$ cat src/rtl/fb_rect_painter.sv
// fb_rect_painter: optionally clears the frame buffer to a background colour,
// then fills a screen-clipped rectangle, one word per cycle, raster order.
//
// Handshake: start is accepted only in IDLE and all command fields are latched
// on that edge. busy is high from the first cycle after acceptance until the
// cycle before done; done is a single-cycle pulse with busy low. The write
// port has no back-pressure: wr_en high means one word is written that cycle.
module fb_rect_painter #(
  parameter int FB_WIDTH  = 160,
  parameter int FB_HEIGHT = 120,
  parameter int ADDR_W    = 15,
  parameter int COLOR_W   = 24,
  parameter int X_W       = 8,
  parameter int Y_W       = 7
) (
  input  logic               clk,
  input  logic               rst,
  input  logic               start,
  input  logic               clear_en,
  input  logic [X_W-1:0]     rect_x,
  input  logic [Y_W-1:0]     rect_y,
  input  logic [X_W-1:0]     rect_w,
  input  logic [Y_W-1:0]     rect_h,
  input  logic [COLOR_W-1:0] rect_color,
  input  logic [COLOR_W-1:0] bg_color,
  output logic               busy,
  output logic               done,
  output logic [ADDR_W-1:0]  wr_addr,
  output logic [COLOR_W-1:0] wr_data,
  output logic               wr_en
);

  typedef enum logic [2:0] {
    S_IDLE  = 3'd0,
    S_CLEAR = 3'd1,
    S_SETUP = 3'd2,
    S_DRAW  = 3'd3,
    S_DONE  = 3'd4
  } state_t;

  localparam int                N         = FB_WIDTH * FB_HEIGHT;
  localparam logic [ADDR_W-1:0] LAST_ADDR = ADDR_W'(N - 1);
  localparam logic [ADDR_W-1:0] ROW_STEP  = ADDR_W'(FB_WIDTH);
  localparam logic [X_W:0]      X_LIM     = (X_W+1)'(FB_WIDTH);
  localparam logic [Y_W:0]      Y_LIM     = (Y_W+1)'(FB_HEIGHT);

  // Registered state and outputs
  state_t               r_state;
  logic                 r_busy, r_done, r_wr_en;
  logic [ADDR_W-1:0]    r_wr_addr;
  logic [COLOR_W-1:0]   r_wr_data;

  // Latched command
  logic [X_W-1:0]       r_rect_x, r_rect_w;
  logic [Y_W-1:0]       r_rect_y, r_rect_h;
  logic [COLOR_W-1:0]   r_color, r_bg;

  // Raster walk: current pixel, last column/row, base address of current row
  logic [X_W-1:0]       r_x, r_x_last;
  logic [Y_W-1:0]       r_y, r_y_last;
  logic [ADDR_W-1:0]    r_row_base;

  // Next-state values
  state_t               w_state_nxt;
  logic                 w_busy_nxt, w_done_nxt, w_wr_en_nxt;
  logic [ADDR_W-1:0]    w_wr_addr_nxt, w_row_base_nxt;
  logic [COLOR_W-1:0]   w_wr_data_nxt, w_color_nxt, w_bg_nxt;
  logic [X_W-1:0]       w_rect_x_nxt, w_rect_w_nxt, w_x_nxt, w_x_last_nxt;
  logic [Y_W-1:0]       w_rect_y_nxt, w_rect_h_nxt, w_y_nxt, w_y_last_nxt;

  // Clipped bounds; sums are one bit wider so large w/h cannot wrap
  logic [X_W:0]         w_x_sum, w_x_end;
  logic [Y_W:0]         w_y_sum, w_y_end;
  logic                 w_empty;
  logic [ADDR_W-1:0]    w_row0;

  // Clip the latched rectangle against the screen edges
  always_comb begin
    w_x_sum = {1'b0, r_rect_x} + {1'b0, r_rect_w};
    w_y_sum = {1'b0, r_rect_y} + {1'b0, r_rect_h};
    w_x_end = (w_x_sum > X_LIM) ? X_LIM : w_x_sum;
    w_y_end = (w_y_sum > Y_LIM) ? Y_LIM : w_y_sum;
    // Covers w=0, h=0 and origins at or beyond the right/bottom edge
    w_empty = (w_x_end <= {1'b0, r_rect_x}) || (w_y_end <= {1'b0, r_rect_y});
    // Constant multiply, evaluated once per command in SETUP (shift-add)
    w_row0  = ADDR_W'(r_rect_y) * ROW_STEP;
  end

  // Next-state and next-output logic
  always_comb begin
    w_state_nxt    = r_state;
    w_wr_en_nxt    = 1'b0;
    w_wr_addr_nxt  = '0;
    w_wr_data_nxt  = '0;
    w_rect_x_nxt   = r_rect_x;
    w_rect_y_nxt   = r_rect_y;
    w_rect_w_nxt   = r_rect_w;
    w_rect_h_nxt   = r_rect_h;
    w_color_nxt    = r_color;
    w_bg_nxt       = r_bg;
    w_x_nxt        = r_x;
    w_y_nxt        = r_y;
    w_x_last_nxt   = r_x_last;
    w_y_last_nxt   = r_y_last;
    w_row_base_nxt = r_row_base;

    case (r_state)
      S_IDLE: begin
        if (start) begin
          w_rect_x_nxt = rect_x;
          w_rect_y_nxt = rect_y;
          w_rect_w_nxt = rect_w;
          w_rect_h_nxt = rect_h;
          w_color_nxt  = rect_color;
          w_bg_nxt     = bg_color;
          if (clear_en) begin
            // First clear word goes out in the very next cycle
            w_state_nxt   = S_CLEAR;
            w_wr_en_nxt   = 1'b1;
            w_wr_addr_nxt = '0;
            w_wr_data_nxt = bg_color;
          end else begin
            w_state_nxt = S_SETUP;
          end
        end
      end

      S_CLEAR: begin
        if (r_wr_addr == LAST_ADDR) begin
          w_state_nxt = S_SETUP;
        end else begin
          w_wr_en_nxt   = 1'b1;
          w_wr_addr_nxt = r_wr_addr + ADDR_W'(1);
          w_wr_data_nxt = r_bg;
        end
      end

      S_SETUP: begin
        if (w_empty) begin
          w_state_nxt = S_DONE;
        end else begin
          w_state_nxt    = S_DRAW;
          w_wr_en_nxt    = 1'b1;
          w_wr_addr_nxt  = w_row0 + ADDR_W'(r_rect_x);
          w_wr_data_nxt  = r_color;
          w_x_nxt        = r_rect_x;
          w_y_nxt        = r_rect_y;
          w_x_last_nxt   = w_x_end[X_W-1:0] - X_W'(1);
          w_y_last_nxt   = w_y_end[Y_W-1:0] - Y_W'(1);
          w_row_base_nxt = w_row0;
        end
      end

      S_DRAW: begin
        if (r_x == r_x_last) begin
          if (r_y == r_y_last) begin
            w_state_nxt = S_DONE;
          end else begin
            // Wrap to the left column of the next row
            w_wr_en_nxt    = 1'b1;
            w_x_nxt        = r_rect_x;
            w_y_nxt        = r_y + Y_W'(1);
            w_row_base_nxt = r_row_base + ROW_STEP;
            w_wr_addr_nxt  = r_row_base + ROW_STEP + ADDR_W'(r_rect_x);
            w_wr_data_nxt  = r_color;
          end
        end else begin
          w_wr_en_nxt   = 1'b1;
          w_x_nxt       = r_x + X_W'(1);
          w_wr_addr_nxt = r_wr_addr + ADDR_W'(1);
          w_wr_data_nxt = r_color;
        end
      end

      S_DONE: begin
        w_state_nxt = S_IDLE;
      end

      default: begin
        w_state_nxt = S_IDLE;
      end
    endcase

    w_busy_nxt = (w_state_nxt == S_CLEAR) || (w_state_nxt == S_SETUP) ||
                 (w_state_nxt == S_DRAW);
    w_done_nxt = (w_state_nxt == S_DONE);
  end

  // State, output and datapath registers with synchronous active-low reset
  always_ff @(posedge clk) begin
    if (!rst) begin
      r_state    <= S_IDLE;
      r_busy     <= 1'b0;
      r_done     <= 1'b0;
      r_wr_en    <= 1'b0;
      r_wr_addr  <= '0;
      r_wr_data  <= '0;
      r_rect_x   <= '0;
      r_rect_y   <= '0;
      r_rect_w   <= '0;
      r_rect_h   <= '0;
      r_color    <= '0;
      r_bg       <= '0;
      r_x        <= '0;
      r_y        <= '0;
      r_x_last   <= '0;
      r_y_last   <= '0;
      r_row_base <= '0;
    end else begin
      r_state    <= w_state_nxt;
      r_busy     <= w_busy_nxt;
      r_done     <= w_done_nxt;
      r_wr_en    <= w_wr_en_nxt;
      r_wr_addr  <= w_wr_addr_nxt;
      r_wr_data  <= w_wr_data_nxt;
      r_rect_x   <= w_rect_x_nxt;
      r_rect_y   <= w_rect_y_nxt;
      r_rect_w   <= w_rect_w_nxt;
      r_rect_h   <= w_rect_h_nxt;
      r_color    <= w_color_nxt;
      r_bg       <= w_bg_nxt;
      r_x        <= w_x_nxt;
      r_y        <= w_y_nxt;
      r_x_last   <= w_x_last_nxt;
      r_y_last   <= w_y_last_nxt;
      r_row_base <= w_row_base_nxt;
    end
  end

  assign busy    = r_busy;
  assign done    = r_done;
  assign wr_en   = r_wr_en;
  assign wr_addr = r_wr_addr;
  assign wr_data = r_wr_data;

endmodule
$ cat config.mk
export PLATFORM = sky130hd
export DESIGN_NAME = fb_rect_painter
export DESIGN_NICKNAME = d
export VERILOG_FILES = /design/src/rtl/fb_rect_painter.sv
export SDC_FILE = /design/constraint.sdc
export NUM_CORES = 1
export LEC_CHECK = 0
export CORE_UTILIZATION = 50
export DETAILED_ROUTE_END_ITERATION = 10
export PLACE_DENSITY = 0.73
export SLEW_MARGIN = 20
export SYNTH_ARGS = -nofsm -noshare
export SYNTH_HDL_FRONTEND = slang
export SYNTH_SLANG_ARGS = --single-unit
$ cat constraint.sdc
create_clock -name clk -period 10.4 [get_ports clk]
set_clock_uncertainty 0.05 [all_clocks]
set_input_delay 2.08 -clock clk [delete_from_list [all_inputs] [get_ports clk]]
set_output_delay 2.08 -clock clk [all_outputs]
set_load 0.005 [all_outputs]
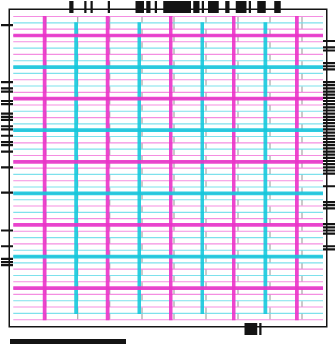
Figure 1: run 1, floorplan with the power grid.
Scale bar: 50 µm. Pins as bars on the die edge. Tap cells in grey.
legend:
  VDD:
    colour: cyan
  VSS:
    colour: magenta
signal pins: 124
rows: 48
tap cells: 225
met1 rails: 49

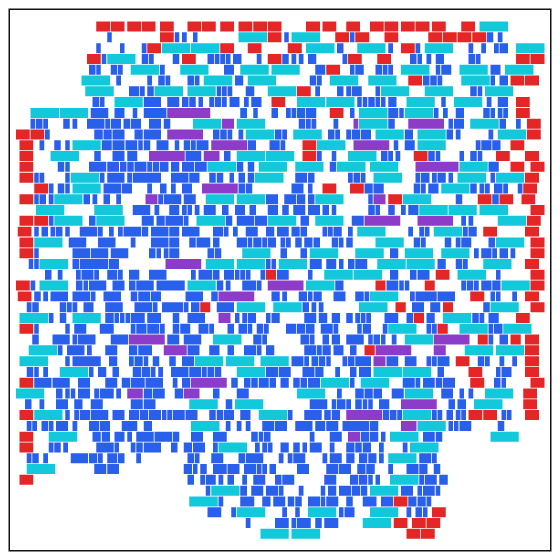
Figure 2: run 1, placed cells, one colour a class.
legend:
  flip-flops:
    colour: cyan
    cells: 163
    share_of_their_area: 31%
  other buffers and delay cells:
    colour: red
    cells: 134
    share_of_their_area: 12%
  all other logic:
    colour: blue
    cells: 913
    share_of_their_area: 51%
  clock drivers and dummy loads:
    colour: purple
    cells: 32
    share_of_their_area: 5.8%

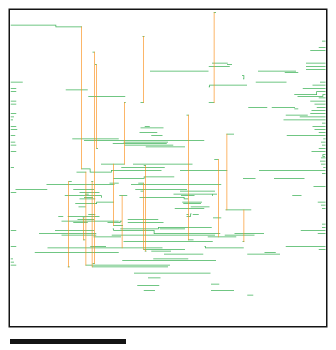
Figure 3: run 1, routed metal, one colour a layer.
Scale bar: 50 µm. Two of the layers only.
legend:
  met3:
    colour: green
    wire_length: 1860 µm
  met4:
    colour: orange
    wire_length: 653 µm

==> impl_metrics.toml, run 1 <==
# generated from flow reports
[layout]
postLayoutCoreUtil = 0.6271
n_all_buffers = 134
area_growth_pct = 21.47
seq_area_um2 = 3263
ff_count = 163
nNonClkInverters = 35
lay_top_cells = "nand2_1, dfxtp_1, clkdlybuf4s50_1"
finalNonFillerCells = 1467
drive_above_1_share = 0.04992
comb_share = 0.4870
n_fill_cell = 1554

[drt]
drt-wirelength-per-cell_um = 16.86
met1_length_mm = 10.87
num_vias = 8544
totalWireLength_mm = 24.73

[grt]
grt_pass1_wl_mm = 39.60
grt_use_met3 = 0.04996
grt_usage = 0.2720
grt-busiest-layer = "met2"
antenna_found_initial = 0

[timing]
whs_ns = 0.4072
slew_violations = 0
max_freq_mhz = 180.2

[critical_path]
worstPathArrival_ns = 5.76
startpoint = "r_rect_y[0]"
cp.required_ns = 10.61
crit_family = "AND-OR/OR-AND gates"
crit_path_end_kind = "register"
rr_endpoint = "r_y_last[0]"
crit_cells = 21
cp_cell_sequence = "ha_1 -> inv_1 -> fa_1 -> nor2b_1 -> o21ai_0 -> a21oi_1 -> nand4b_1 -> o31ai_2 -> nor2_1 -> ha_1 -> a21o_1 -> a211oi_1 -> o21bai_1 -> a21o_1 -> nor2_1 -> or3_1 -> a221oi_2 -> nand2_1 -> nor2_1 -> buf_4 -> a311oi_1"
cp_common_cell = "nor2_1"

[hold_path]
hold_path.class = "reg2reg"
min_from = "r_bg[4]"

[synthesis]
adder_share = 0.07709
synth_cell_types = 70
ys_seq_share = 0.3629
syn_nets = 1280
synth.logic.top_family = "AND-OR/OR-AND gates"
ys_cells = 1145
top_area_cell = "dfxtp_1"
mux_share = 0.01475
yosys.area_share.simple = 0.2054

[clock_tree]
path_clk_slew_ns = 0.07
cts.root.buffer_cell = "clkbuf_16"
cts_tree = "yes"
clk_latency_ns = 0.43
hold_buffers = 0
ctsResizeCount = 0

[floorplanning]
die_x_um = 136.1
n_tap_cell = 225
fp_util = 0.5162

[pwr]
pwr-share-comb = 0.316
peakVddDrop_v = 0.0001513
power_density_nw_per_um2 = 183.8

[outcome]
status = "completed"

[place]
place_inst = 1435
place_hpwl_mm = 17.17
place_area_um2 = 10310
io_buffers = 123
globalplace.congestion = 0.9471
pre_cts_ws_ns = 5.016

[flow_run]
warnings = 26
[run 1: power groups by stage]
stage | clock [mW] | sequential, mW | combinational (mW)
after floorplan | 0 | 0.720 | 0.459
after global placement | 0 | 0.733 | 0.609
after detailed placement | 0 | 0.735 | 0.619
after CTS | 0.657 | 0.721 | 0.625
after global routing | 0.688 | 0.728 | 0.699
final | 0.652 | 0.722 | 0.634
[run 1: worst register-to-register path: cells and delay by family (launching register included)]
family	cells	cell delay, ns
adders and majority gates	3	1.00
buffers and inverters	2	0.34
and+or+nand+nor	7	1.71
DFF	1	0.50
AOI/OAI and AO/OA	9	1.78
Figure 4. Clock routing (run 1).
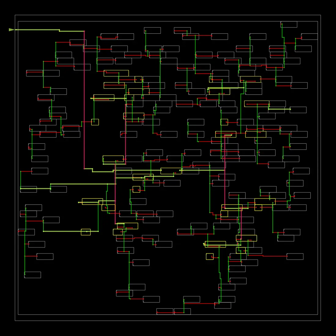

## Run 2: what changed since run 1
PLACE_DENSITY = 0.76   (was 0.73)
clock period = 4.5 ns   (was 10.4 ns; I/O delays follow)
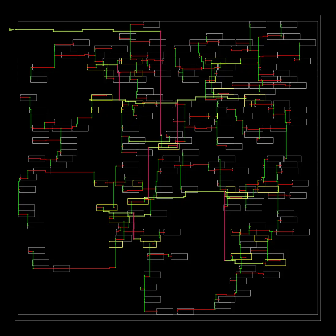
Figure 5: run 2, clock routing.
CTS Buf Count: 17
clock sink count: 163
clock network power: 1.46 mW

==> impl_metrics.toml, run 2 <==
# generated from flow reports
[layout]
n_fill_cell = 1426
bufAreaShareNonClock = 0.1579
n_all_buffers = 191
clk_share = 0.05120
nNonClkInverters = 35
drive_above_1_share = 0.1332
ff_count = 163
area_growth_pct = 31.56
finalNonFillerCells = 1524
lay_top_cells = "nand2_1, dfxtp_1, clkdlybuf4s50_1"
seq_area_um2 = 3268
lay_top_count = "nand2_1"
nets = 1421
clockBufferCount = 17
comb_share = 0.4796

[place]
io_buffers = 123
place_inst = 1476
place_hpwl_mm = 17.05
place_area_um2 = 10640
pre_cts_ws_ns = -0.1746
globalplace.congestion = 0.9260

[synthesis]
ys_seq_share = 0.3629
area_leaders = "dfxtp_1, nand2_1, ha_1"
async_flop_share = 0
mux_share = 0.01475
edf_count = 0
syn_nets = 1280
top_area_cell = "dfxtp_1"
most_common_cell = "nand2_1"
synth.logic.top_family = "AND-OR/OR-AND gates"
adder_share = 0.07709
yosys.area_share.simple = 0.2054
synth_cell_types = 70
ys_cells = 1145

[drt]
num_vias = 8835
met1_length_mm = 11.04
drt_iter0_drc = 742
drc = 0
totalWireLength_mm = 25.72
wl_met3_mm = 1.879
drt-wirelength-per-cell_um = 16.88

[grt]
use_met1 = 0.3525
antenna_found_initial = 0
grt_pass1_wl_mm = 39.62
grt_use_met3 = 0.06078
grt_usage = 0.2708
grt-busiest-layer = "met2"

[hold_path]
hold_path.class = "reg2reg"

[timing]
whs_ns = 0.4075
slew_violations = 0
max_freq_mhz = 224.2

[clock_tree]
clk_latency_ns = 0.44
post_cts_buffers = 4
hold_buffers = 0
ctsResizeCount = 18
cts.root.buffer_cell = "clkbuf_16"
h-tree-depth = 4
cts_tree = "yes"
ctsLongestPathBuffers = 2
path_clk_slew_ns = 0.07

[flow_run]
warnings = 28

[critical_path]
worstPathArrival_ns = 4.77
cp_common_cell = "a21o_1"
crit_family = "AND-OR/OR-AND gates"
crit_path_end_kind = "register"
cp_num_buf_inv = 4
cp_cell_sequence = "ha_4 -> a211o_1 -> a211o_1 -> a21o_1 -> a21oi_4 -> o31ai_4 -> or2_2 -> inv_1 -> ha_1 -> a21o_1 -> a211oi_1 -> o21bai_1 -> a21o_1 -> nor2_1 -> or3_4 -> a221oi_4 -> and2_4 -> buf_12 -> a21boi_4 -> buf_12 -> clkbuf_16 -> o22ai_2"
cp.required_ns = 4.81

[pwr]
top_power_group = "combinational cells"
clkPwrFrac = 0.293
power_density_nw_per_um2 = 422.4
peakVddDrop_v = 0.0003236
p_seq_mw = 1.65
p_comb_mw = 1.88
pwr-share-comb = 0.377

[floorplanning]
die_x_um = 136.1
fp_util = 0.5162
core_area_um2 = 17420
n_tap_cell = 225

[outcome]
status = "completed"
-- run 2: cell counts after synthesis --
No cell type changed its count.
-- run 2: final timing paths --
| path | startpoint | end | depth (start not counted) |
|---|---|---|---|
| worst min register to register | r_color[17] | r_color[17] | 2 |
| worst min-delay path | r_color[17] | r_color[17] | 2 |
| worst max-delay path | r_rect_y[1] | r_x[3] | 22 |
| worst max register to register | r_rect_y[1] | r_x[3] | 22 |
-- run 2: metrics by stage --
step                setup TNS [ns]  total power [mW]    util
floorplan                        0             2.726       -
global placement                 0             3.220  0.6106
detailed placement          -2.216             3.248  0.6106
CTS                    -0.00009015             4.815  0.6543
global route                -4.412             5.264  0.6792
finish                           0             4.997  0.6792
-- run 2: tightest hold or removal path: stages, from the launching register on --
cell and delay [ns]:
dfxtp_1 0.31, nand2_1 0.05, a21oi_1 0.05
No activity file was given, so power comes from the tool's default toggle rates.
